==> run_1/closeup.png <==
Window x 33 to 58, y 33 to 58 um. Cells in gray, sequential cells in the stronger gray; small squares are vias.
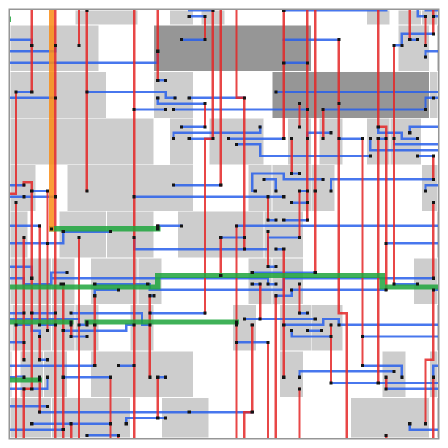
==> run_1/clock_wires.png <==
Drawn at 6 px/um.
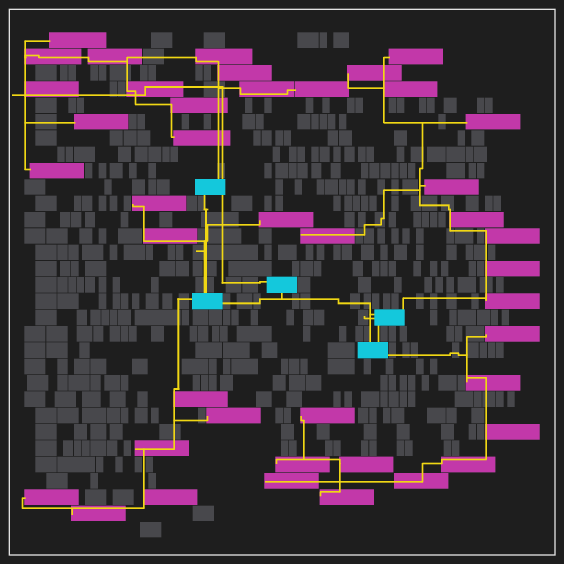
==> run_1/util_map.png <==
Drawn at 3 px/um. 9 x 9 tiles, from black (low) to pale yellow (high), 0 to 100% covered.
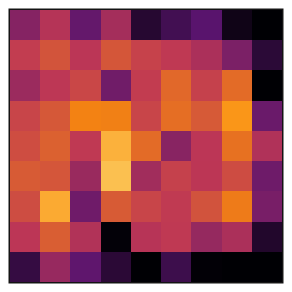
**src/rtl/sound_arbiter.sv**
```systemverilog
// ---------------------------------------------------------------------------
// sound_arbiter
//
// Shares the single sound-playback channel (6-bit selection code plus reset
// strobe) between NREQ game-logic requesters. Fixed priority, index 0 is the
// highest. A granted sound gets a RST_CYCLES reset pulse, then at least
// PLAY_CYCLES of play time, then one silent GAP cycle before the next grant.
//
// Optional feature (macro SOUND_ARB_PREEMPT_EN):
//   defined     - a higher-priority request preempts a sound in RST/PLAY.
//   not defined - every sound runs its full window.
//
// Ports:
//   PCLK      in   1        clock
//   PRESET    in   1        asynchronous, active-high reset
//   req       in   NREQ     level request per requester, held until acked
//   code      in   6*NREQ   sound code per requester (code[6i+5:6i])
//   ack       out  NREQ     one-cycle grant pulse
//   busy      out  1        channel in use (state is not IDLE)
//   owner     out  NREQ     one-hot current owner, zero in IDLE/GAP
//   selection out  6        code to the player, 6'b111111 = silence
//   reset     out  1        player restart strobe
//
// Handshake: req[i] is a level. The grant edge raises ack[i] for exactly one
// cycle; the requester drops req[i] once it has seen ack[i]. A req still high
// when the arbiter is back in IDLE is treated as a new request.
// ---------------------------------------------------------------------------
module sound_arbiter #(
  parameter int NREQ        = 4,
  parameter int RST_CYCLES  = 8,
  parameter int PLAY_CYCLES = 1000000,
  parameter int CNT_W       = 24
) (
  input  logic              PCLK,
  input  logic              PRESET,
  input  logic [NREQ-1:0]   req,
  input  logic [6*NREQ-1:0] code,
  output logic [NREQ-1:0]   ack,
  output logic              busy,
  output logic [NREQ-1:0]   owner,
  output logic [5:0]        selection,
  output logic              reset
);

  localparam int IDX_W = (NREQ > 1) ? $clog2(NREQ) : 1;

  localparam logic [1:0] S_IDLE = 2'd0;
  localparam logic [1:0] S_RST  = 2'd1;
  localparam logic [1:0] S_PLAY = 2'd2;
  localparam logic [1:0] S_GAP  = 2'd3;

  localparam logic [5:0]       SILENCE   = 6'b111111;
  localparam logic [CNT_W-1:0] RST_LOAD  = CNT_W'(RST_CYCLES - 1);
  localparam logic [CNT_W-1:0] PLAY_LOAD = CNT_W'(PLAY_CYCLES - 1);

  // FSM state; kept as a plainly named signal so checkers can bind to it.
  logic [1:0]       state;
  logic [CNT_W-1:0] cnt;

  // Lowest set index of v (0 when v is empty; callers qualify with |v).
  function automatic logic [IDX_W-1:0] lowest_idx(input logic [NREQ-1:0] v);
    logic [IDX_W-1:0] idx;
    idx = '0;
    for (int i = NREQ - 1; i >= 0; i--) begin
      if (v[i]) idx = IDX_W'(i);
    end
    return idx;
  endfunction

  function automatic logic [NREQ-1:0] onehot(input logic [IDX_W-1:0] idx);
    return NREQ'(1) << idx;
  endfunction

  logic [IDX_W-1:0] gnt_idx;
  logic [5:0]       gnt_code;

  assign gnt_idx  = lowest_idx(req);
  assign gnt_code = code[6*gnt_idx +: 6];

`ifdef SOUND_ARB_PREEMPT_EN
  logic [NREQ-1:0]  pre_req;
  logic [IDX_W-1:0] pre_idx;
  logic [5:0]       pre_code;
  logic             preempt;

  // owner is one-hot while in RST/PLAY, so owner-1 is the mask of strictly
  // higher-priority indices; the owner's own bit and everything below it
  // are excluded.
  assign pre_req  = req & (owner - NREQ'(1));
  assign preempt  = ((state == S_RST) || (state == S_PLAY)) && (|pre_req);
  assign pre_idx  = lowest_idx(pre_req);
  assign pre_code = code[6*pre_idx +: 6];
`endif

  always_ff @(posedge PCLK or posedge PRESET) begin
    if (PRESET) begin
      state     <= S_IDLE;
      cnt       <= '0;
      ack       <= '0;
      busy      <= 1'b0;
      owner     <= '0;
      selection <= SILENCE;
      reset     <= 1'b0;
    end else begin
      ack <= '0;
`ifdef SOUND_ARB_PREEMPT_EN
      if (preempt) begin
        ack[pre_idx] <= 1'b1;
        if (pre_code == SILENCE) begin
          // Silence from a higher-priority requester just ends the sound.
          selection <= SILENCE;
          owner     <= '0;
          reset     <= 1'b0;
          cnt       <= '0;
          state     <= S_GAP;
        end else begin
          owner     <= onehot(pre_idx);
          selection <= pre_code;
          reset     <= 1'b1;
          cnt       <= RST_LOAD;
          state     <= S_RST;
        end
      end else
`endif
      case (state)
        S_IDLE: begin
          if (|req) begin
            ack[gnt_idx] <= 1'b1;
            // A silence code is acknowledged but never takes the channel.
            if (gnt_code != SILENCE) begin
              owner     <= onehot(gnt_idx);
              selection <= gnt_code;
              reset     <= 1'b1;
              cnt       <= RST_LOAD;
              busy      <= 1'b1;
              state     <= S_RST;
            end
          end
        end
        S_RST: begin
          if (cnt == '0) begin
            reset <= 1'b0;
            cnt   <= PLAY_LOAD;
            state <= S_PLAY;
          end else begin
            cnt <= cnt - 1'b1;
          end
        end
        S_PLAY: begin
          if (cnt == '0) begin
            selection <= SILENCE;
            owner     <= '0;
            state     <= S_GAP;
          end else begin
            cnt <= cnt - 1'b1;
          end
        end
        default: begin
          // GAP: one guaranteed silent cycle between sounds.
          busy  <= 1'b0;
          state <= S_IDLE;
        end
      endcase
    end
  end

endmodule

```
**config.mk**
```make
export PLATFORM = sky130hd
export DESIGN_NAME = sound_arbiter
export DESIGN_NICKNAME = d
export VERILOG_FILES = /design/src/rtl/sound_arbiter.sv
export SDC_FILE = /design/constraint.sdc
export NUM_CORES = 1
export LEC_CHECK = 0
export ABC_AREA = 1
export CORE_MARGIN = 2
export CORE_UTILIZATION = 40
export DETAILED_ROUTE_END_ITERATION = 8
export GPL_ROUTABILITY_DRIVEN = 0
export PLACE_DENSITY = 0.64
export SLEW_MARGIN = 20
export SYNTH_ARGS = -nofsm -noshare
export SYNTH_HDL_FRONTEND = slang
export SYNTH_SLANG_ARGS = --single-unit
export TNS_END_PERCENT = 10
```
**constraint.sdc**
```tcl
create_clock -name PCLK -period 2.7 [get_ports PCLK]
set_clock_uncertainty 0.05 [all_clocks]
set_input_delay 0.54 -clock PCLK [delete_from_list [all_inputs] [get_ports PCLK]]
set_output_delay 0.54 -clock PCLK [all_outputs]
set_load 0.02 [all_outputs]
```
==> impl_metrics.json, run 1 <==
{
  "outcome": "finished clean",
  "fa_ha_area_share_pct": 2.497,
  "min_path_type": "register to register",
  "critical_path.max_fanout": 24,
  "r2r_setup_slack_ps": 420,
  "crit_start": "req[0]",
  "warning_count": 30,
  "ys_types": 35,
  "fp_nets": 474,
  "ant_nets": 0,
  "clkTransAtPathRegs_ps": 80,
  "synthAoiAreaFrac_pct": 5.535,
  "cts_made_buffers": 5,
  "ys_cells": 438,
  "rsz0062_at_grt": "no",
  "async_flop_share_pct": 100.0,
  "drt_iter0_drc": 159,
  "antennaDiodeCount": 0,
  "end_kind": "register",
  "hold_ws_ps": 416.8,
  "drive_above_1_share_pct": 9.691,
  "first_pass_iters": 4,
  "finalSetupTns_ps": 0,
  "die_y_um": 90.70,
  "regArea_mm2": 0.001059,
  "cts_tree": "yes",
  "ctsHtreeMaxLevel": 2,
  "met2_usage_pct": 35.76,
  "wl_met3_um": 400,
  "maxCapViolations": 0,
  "overflow": 0,
  "worst_pin_slew_ps": 679.2,
  "logic_family": "simple AND/OR/NAND/NOR gates",
  "root_buffer": "clkbuf_8",
  "grt_pass1_vias": 2982,
  "ys_chip_area_mm2": 0.003007,
  "ys_sh_mux_pct": 0,
  "syn_area_per_cell_um2": 6.864,
  "ys_sh_simple_pct": 45.73,
  "wl_met1_mm": 3.474,
  "setup_viol": 0,
  "period_used_pct": 88.26,
  "p_leak_uw": 0.001846,
  "syn_inst": 438,
  "via_per_inst": 5.101,
  "track_usage_pct": 19.88,
  "vdd.ir_drop.worst_mv": 0.5228
}
Back to the opening pictures, closeup.png:
[M4] orange
[M1] blue
[M2] red
[M3] green
netlist names of flops here include: cnt (2)
cells with their middle in the window: 45
most frequent: nand2_1 (8), nor2_1 (6), nand3_1 (5)
sequential cells in the window: 2

Back to the opening pictures, clock_wires.png:
[flip-flops] magenta | count: 42
[clock wires] yellow | length: 628 um
[clock-net drivers] cyan | count: 5
routed clock nets: 6
flops lie: all over the die
Insertion Delay late pin: 290 ps
Clock Power: 508 uW
clock share of power: 12.9%

Back to the opening pictures, util_map.png:
densest ninth of the die: center
tiles over 75% full: 4.9%
mean over tiles: 44%
nearly empty tiles: 8.6%
fullest tile: 86%
area of the core: 0.007253 mm^2
fp util: 41.45%
final core occ: 51.16%

run 1: metrics by stage:
stage                     cell area [um^2]  instances
after CTS                             3704        584
after global routing                  3711        584
after detailed placement              3595        576
after floorplan                       3007        438
final                                 3711        584
after global placement                3595        576
run 1: flip-flops by register name, summed over array words and instances (netlist names):
signal and count:
reset 1, state 2, selection 6, busy 1
ack 4, cnt 24, owner 4
run 1: report_power, final:
group / internal [uW] / switching, uW / total (uW) / leakage [uW]
Sequential: 873 / 178 / 1050 / 0.000544
Clock: 273 / 236 / 508 / 0.0000579
Combinational: 895 / 1470 / 2370 / 0.00124
Total: 2040 / 1890 / 3930 / 0.00185
run 1: layout by cell type (no fill, tap or decap), drive strengths merged, types with 8 or more instances in the layout:
cell type      instances
nand2                146
nor2                  69
clkdlybuf4s50         45
nand4                 41
dfrtp                 36
nand3                 33
inv                   31
buf                   12
o21ai                 12
xor2                   8
a21oi                  8
run 1: final timing paths:
path                                                 end  depth (start not counted)
max in group asynchronous       selection[4]$_DFFE_PP1P_                          3
worst min-delay path            selection[0]$_DFFE_PP1P_                          2
min in group asynchronous            cnt[17]$_DFFE_PP0P_                          3
worst min register to register  selection[0]$_DFFE_PP1P_                          2
worst max-delay path                  cnt[4]$_DFFE_PP0P_                         13
worst max register to register        cnt[4]$_DFFE_PP0P_                         11
run 1: layout make-up:
class	instances	area share (%)
Clock inverter	3	1.079
Multi-Input combinational cell	345	46.59
Tap cell	99	3.338
Timing Repair Buffer	57	15.24
Clock buffer	5	1.854
Inverter	33	3.372
Sequential cell	42	28.52
run 1: worst max-delay path, stage by stage:
cell	delay [ps]
clkdlybuf4s50_1	510
inv_2	150
nand2_2	140
nand2_2	160
nand2_1	60
nand3_1	60
nand2_1	90
nor2_2	200
nand4_4	200
nand3_2	140
buf_12	170
nand2_1	60
nand2_1	60
==> run_1/class_map.png <==
Drawn at 4 px/um. Fill, decap, tap and diode cells in gray.
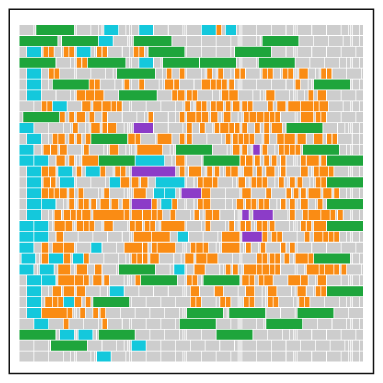

--- run 2 (diff from run 1) ---
--- a/config.mk
+++ b/config.mk
@@ -6,7 +6,6 @@
 export NUM_CORES = 1
 export LEC_CHECK = 0
 export ABC_AREA = 1
-export CORE_MARGIN = 2
 export CORE_UTILIZATION = 40
 export DETAILED_ROUTE_END_ITERATION = 8
 export GPL_ROUTABILITY_DRIVEN = 0
==> run_2/class_map.png <==
Drawn at 4 px/um. Fill, decap, tap and diode cells in gray.
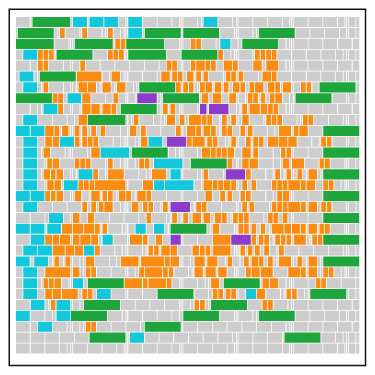
[remaining buffers and delay cells] cyan | cells: 57 | share of their area: 16%
[remaining logic cells] orange | cells: 378 | share of their area: 52%
[clock drivers and dummy loads] purple | cells: 8 | share of their area: 2.7%
[sequential cells] green | cells: 42 | share of their area: 30%

==> run_2/closeup.png <==
Window x 32 to 57, y 32 to 57 um. Cells in gray, sequential cells in the stronger gray; small squares are vias.
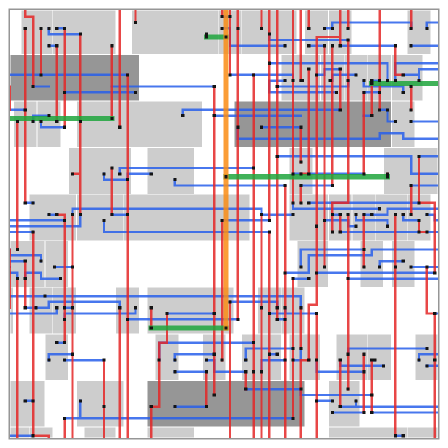

==> run 2 against run 1 <==
First-iteration DRC count rose by 2.5%. Synthesized area did not move. Register-to-register slack got worse by 50 ps. Sequential share of layout area barely moved. Clock-buffer cell count rose by 1. Hold slack improved by 4.4 ps. Routed wire length fell by 1.0%. Maximum frequency rose by 2.4%. Core utilization barely moved. Critical path depth fell by 4. Global-route usage rose by 1.4 points. Via count fell by 1.6%. Critical path type is now register to register. Largest power group unchanged.
==> impl_metrics.json, run 2 <==
{
  "outcome": "finished clean",
  "root_buffer": "clkbuf_8",
  "ant_nets": 0,
  "clk-power_uw": 438,
  "cts_tree": "yes",
  "via_per_inst": 5.019,
  "ctsHtreeMaxLevel": 2,
  "setup_viol": 0,
  "largest-register": "cnt",
  "clkTransAtPathRegs_ps": 90,
  "cts_made_buffers": 5,
  "final_util_pct": 51.15,
  "track_usage_pct": 21.30,
  "top_regs": "cnt (24), selection (6)",
  "crit_start": "cnt[8]$_DFFE_PP0P_",
  "hold_ws_ps": 421.2,
  "p_clk_share_pct": 11.3,
  "syn_area_per_cell_um2": 6.864,
  "maxCapViolations": 0,
  "vdd.ir_drop.worst_mv": 0.4963,
  "power.net_switching_uw": 1891,
  "ys_cells": 438,
  "ys_chip_area_mm2": 0.003007,
  "finalSetupTns_ps": 0,
  "warning_count": 30,
  "end_kind": "register",
  "rsz0062_at_grt": "no",
  "synthAoiAreaFrac_pct": 5.535,
  "fa_ha_area_share_pct": 2.497,
  "logic_family": "simple AND/OR/NAND/NOR gates",
  "cp_top_family": "simple AND/OR/NAND/NOR gates",
  "antennaDiodeCount": 0,
  "placeableCoreArea_mm2": 0.007253,
  "pg_seq_uw": 1050,
  "first_pass_iters": 4,
  "netSwitchingFraction_pct": 48.80,
  "layout_top_cell": "nand2_1",
  "fp-utilization_pct": 41.45,
  "async_flop_share_pct": 100.0,
  "drive_above_1_share_pct": 9.691,
  "crit_top_cell": "nand2_1",
  "dp_cells": 576,
  "crit_path_max_incr_delay_ps": 460,
  "syn_inst": 438,
  "p_leak_uw": 0.001842,
  "combPwrFrac_pct": 61.7,
  "power_leader": "combinational cells",
  "cp_slowest_cell": "a21oi_2",
  "pwr-share-seq_pct": 27.0,
  "period_used_pct": 86.15
}
==> run 2: cell counts after synthesis <==
No cell type changed its count.
==> run 2: layout make-up <==
class / instances / area (um^2) / area share [%]
Inverter: 33 / 125.1 / 3.373
Clock buffer: 6 / 82.58 / 2.226
Clock inverter: 2 / 12.51 / 0.3373
Sequential cell: 42 / 1059 / 28.53
Tap cell: 99 / 123.9 / 3.339
Multi-Input combinational cell: 345 / 1729 / 46.61
Timing Repair Buffer: 57 / 578.1 / 15.58
==> run 2: through the flow <==
step           cell area (um^2)  total power (uW)
2_1_floorplan              3007              2749
3_5_place_dp               3607              3440
5_1_grt                    3710              4237
4_1_cts                    3702              3889
6_report                   3710              3875
3_3_place_gp               3607              3413
==> run 2: path summary, 6_finish.rpt <==
path | endpoint | slack, ps | depth (start not counted)
worst max-delay path | owner[3]$_DFFE_PP0P_ | 370 | 9
worst min-delay path | selection[4]$_DFFE_PP1P_ | 420 | 2
worst max register to register | owner[3]$_DFFE_PP0P_ | 370 | 9
worst min register to register | selection[4]$_DFFE_PP1P_ | 420 | 2
max in group asynchronous | ack[0]$_DFF_PP0_ | 1590 | 3
min in group asynchronous | cnt[17]$_DFFE_PP0P_ | 620 | 3
==> run 2: cells by family after synthesis <==
kind of cell	after synthesis
and+or+nand+nor	299
buffers and inverters	51
DFF	42
AOI/OAI and AO/OA	28
xor gates and xnor gates	12
adders and majority gates	6
==> run 2: per-layer routing <==
metal  GRT usage, %  vias to the layer above  routed length, um
li1               -                     1526                  -
met1          26.12                     1333               3528
met2          37.76                       60               3670
met3          4.478                       12                350
met4          5.718                        0                111
met5              0                        -                  0
==> run_2/clock_nets.png <==
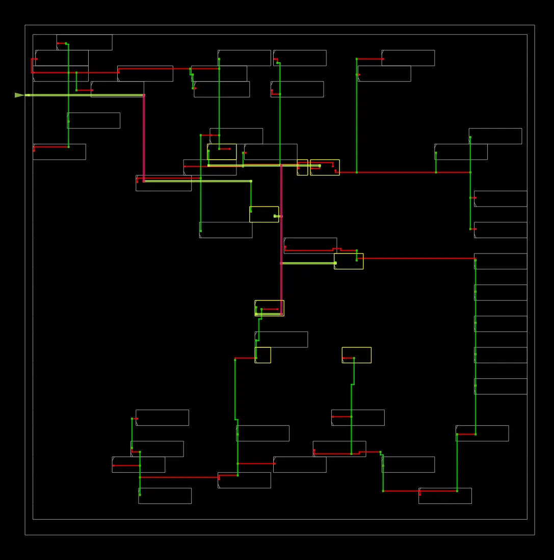

--- run 3 (diff from run 2) ---
--- a/config.mk
+++ b/config.mk
@@ -6,6 +6,7 @@
 export NUM_CORES = 1
 export LEC_CHECK = 0
 export ABC_AREA = 1
+export CORE_ASPECT_RATIO = 0.8
 export CORE_UTILIZATION = 40
 export DETAILED_ROUTE_END_ITERATION = 8
 export GPL_ROUTABILITY_DRIVEN = 0
==> run_3/clock_nets.png <==
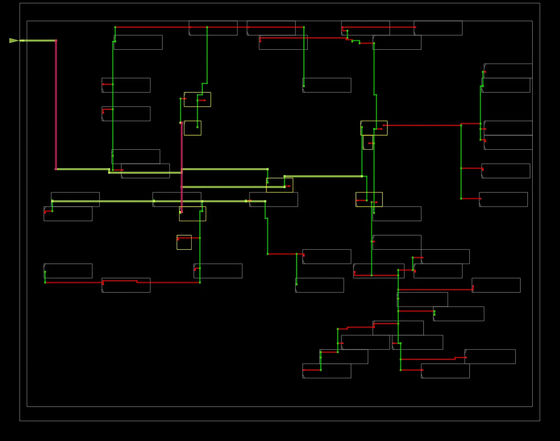
Num CTS Buffers: 5
Insertion Delay late pin: 300 ps
Clock Power: 428 uW
# clk buffers: 5
flop count: 42

==> run 3 against run 2 <==
Clock power shrank 2%. Critical path depth did not move. Sequential cell count is the same. Cell area decreased by 0.88%. Via count up 2.0%. Global-route usage is essentially flat. Routed wire length grew 0.94%. Hold slack got worse by 8.5 ps. Total power down 0.52%. Clock-buffer cell count shrank 1. Critical path type unchanged. Critical endpoint unchanged.
==> impl_metrics.json, run 3 <==
{
  "worst_pin_slew_ps": 683.6,
  "via_per_inst": 5.229,
  "period_used_pct": 86.76,
  "grt_util_met3_pct": 3.590,
  "end_kind": "register",
  "placeableCoreArea_mm2": 0.007061,
  "drive_above_1_share_pct": 9.691,
  "design_area_mm2": 0.003677,
  "ys_cells": 438,
  "vdd.ir_drop.worst_mv": 0.5899,
  "p_leak_uw": 0.001832,
  "min_path_type": "register to register",
  "track_usage_pct": 21.25,
  "antennaDiodeCount": 0,
  "logic_family": "simple AND/OR/NAND/NOR gates",
  "layout_top_cells": "143 x nand2_1, 63 x nor2_1, 45 x clkdlybuf4s50_1",
  "clkTransAtPathRegs_ps": 90,
  "cts_tree": "yes",
  "drt_iter0_drc": 201,
  "maxCapViolations": 0,
  "ys_types": 35,
  "synthAoiAreaFrac_pct": 5.535,
  "setup_viol": 0,
  "fp_nets": 474,
  "finalPower_uw": 3855,
  "placed_area_mm2": 0.003580,
  "overflow": 0,
  "ys_chip_area_mm2": 0.003007,
  "top_usage_layer": "met1",
  "hold_ws_ps": 412.7,
  "syn_area_per_cell_um2": 6.864,
  "met2_usage_pct": 30.14,
  "critical_path.max_fanout": 11,
  "finalSetupTns_ps": 0,
  "ys_sh_simple_pct": 45.73,
  "outcome": "finished clean",
  "rsz0062_at_grt": "no",
  "ant_nets": 0,
  "warning_count": 30,
  "grt_pass1_vias": 2670
}
==> run_3/clock_wires.png <==
Drawn at 6 px/um.
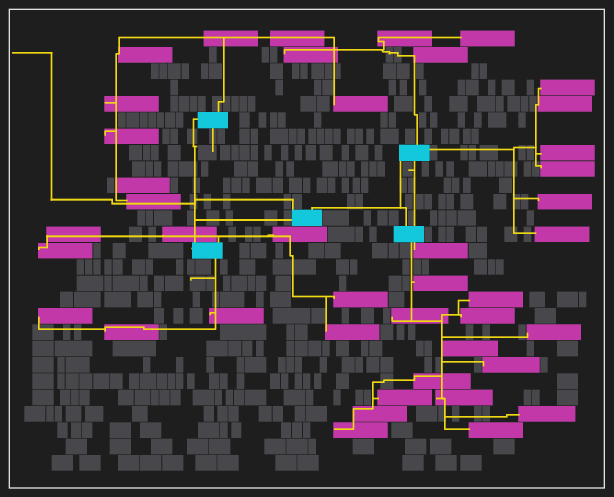
[clock-net drivers] cyan | count: 5
[flip-flops] magenta | count: 42
[clock wires] yellow | length: 632 um
flops lie: all over the die
routed clock nets: 6
clock share of power: 11.1%

==> run 3: where the power goes <==
part           internal, uW  switching [uW]
logic                   896            1480
clock network           182             245
registers               873             181
total                  1950            1900
==> run 3: through the flow <==
step	instances	util (%)
6_report	572	52.08
5_1_grt	572	52.08
4_1_cts	572	51.98
3_5_place_dp	564	50.70
3_3_place_gp	564	50.70
2_1_floorplan	438	-
==> run 3: logic make-up after synthesis <==
family | after synthesis
DFF | 42
AOI/OAI and AO/OA | 28
buffers and inverters | 51
and+or+nand+nor | 299
adders and majority gates | 6
xor gates and xnor gates | 12
==> run 3: final cells by class <==
cell class              count  area, um^2  area share, %
well taps                  87       108.9          2.960
clock buffers               5       68.82          1.871
flip-flops and latches     42        1059          28.79
inverters                  33       125.1          3.403
clock inverters             3       21.27         0.5784
multi-input cells         345        1729          47.02
repair buffers             57       565.5          15.38
==> run 3: worst paths after layout <==
kind	cells past startpoint	to	slack (ps)
setup / recovery	9	owner[3]$_DFFE_PP0P_	360
hold / removal	2	selection[4]$_DFFE_PP1P_	410
setup reg to reg	9	owner[3]$_DFFE_PP0P_	360
hold reg to reg	2	selection[4]$_DFFE_PP1P_	410
max in group asynchronous	3	cnt[23]$_DFFE_PP0P_	1600
min in group asynchronous	2	owner[1]$_DFFE_PP0P_	450
==> run 3: layer usage <==
layer  routed length (um)  part of all wire, %  vias to the layer above
met5                    0                    0                        -
met4                   48                 0.62                        0
met3                  370                  4.8                        7
met2                 3101                   40                       72
met1                 4212                   54                     1375
li1                     -                    -                     1537
==> run 3: worst max-delay path: stages, from the launching register on <==
cell,delay [ps]
dfrtp_1,440
nor2_1,270
nand2_1,130
nor2_2,190
nand3_1,160
buf_4,170
a21oi_2,470
nand3_4,210
nand2_1,110
nand2_1,50
Power figures rest on the tool's default switching activity, not on a simulated workload.
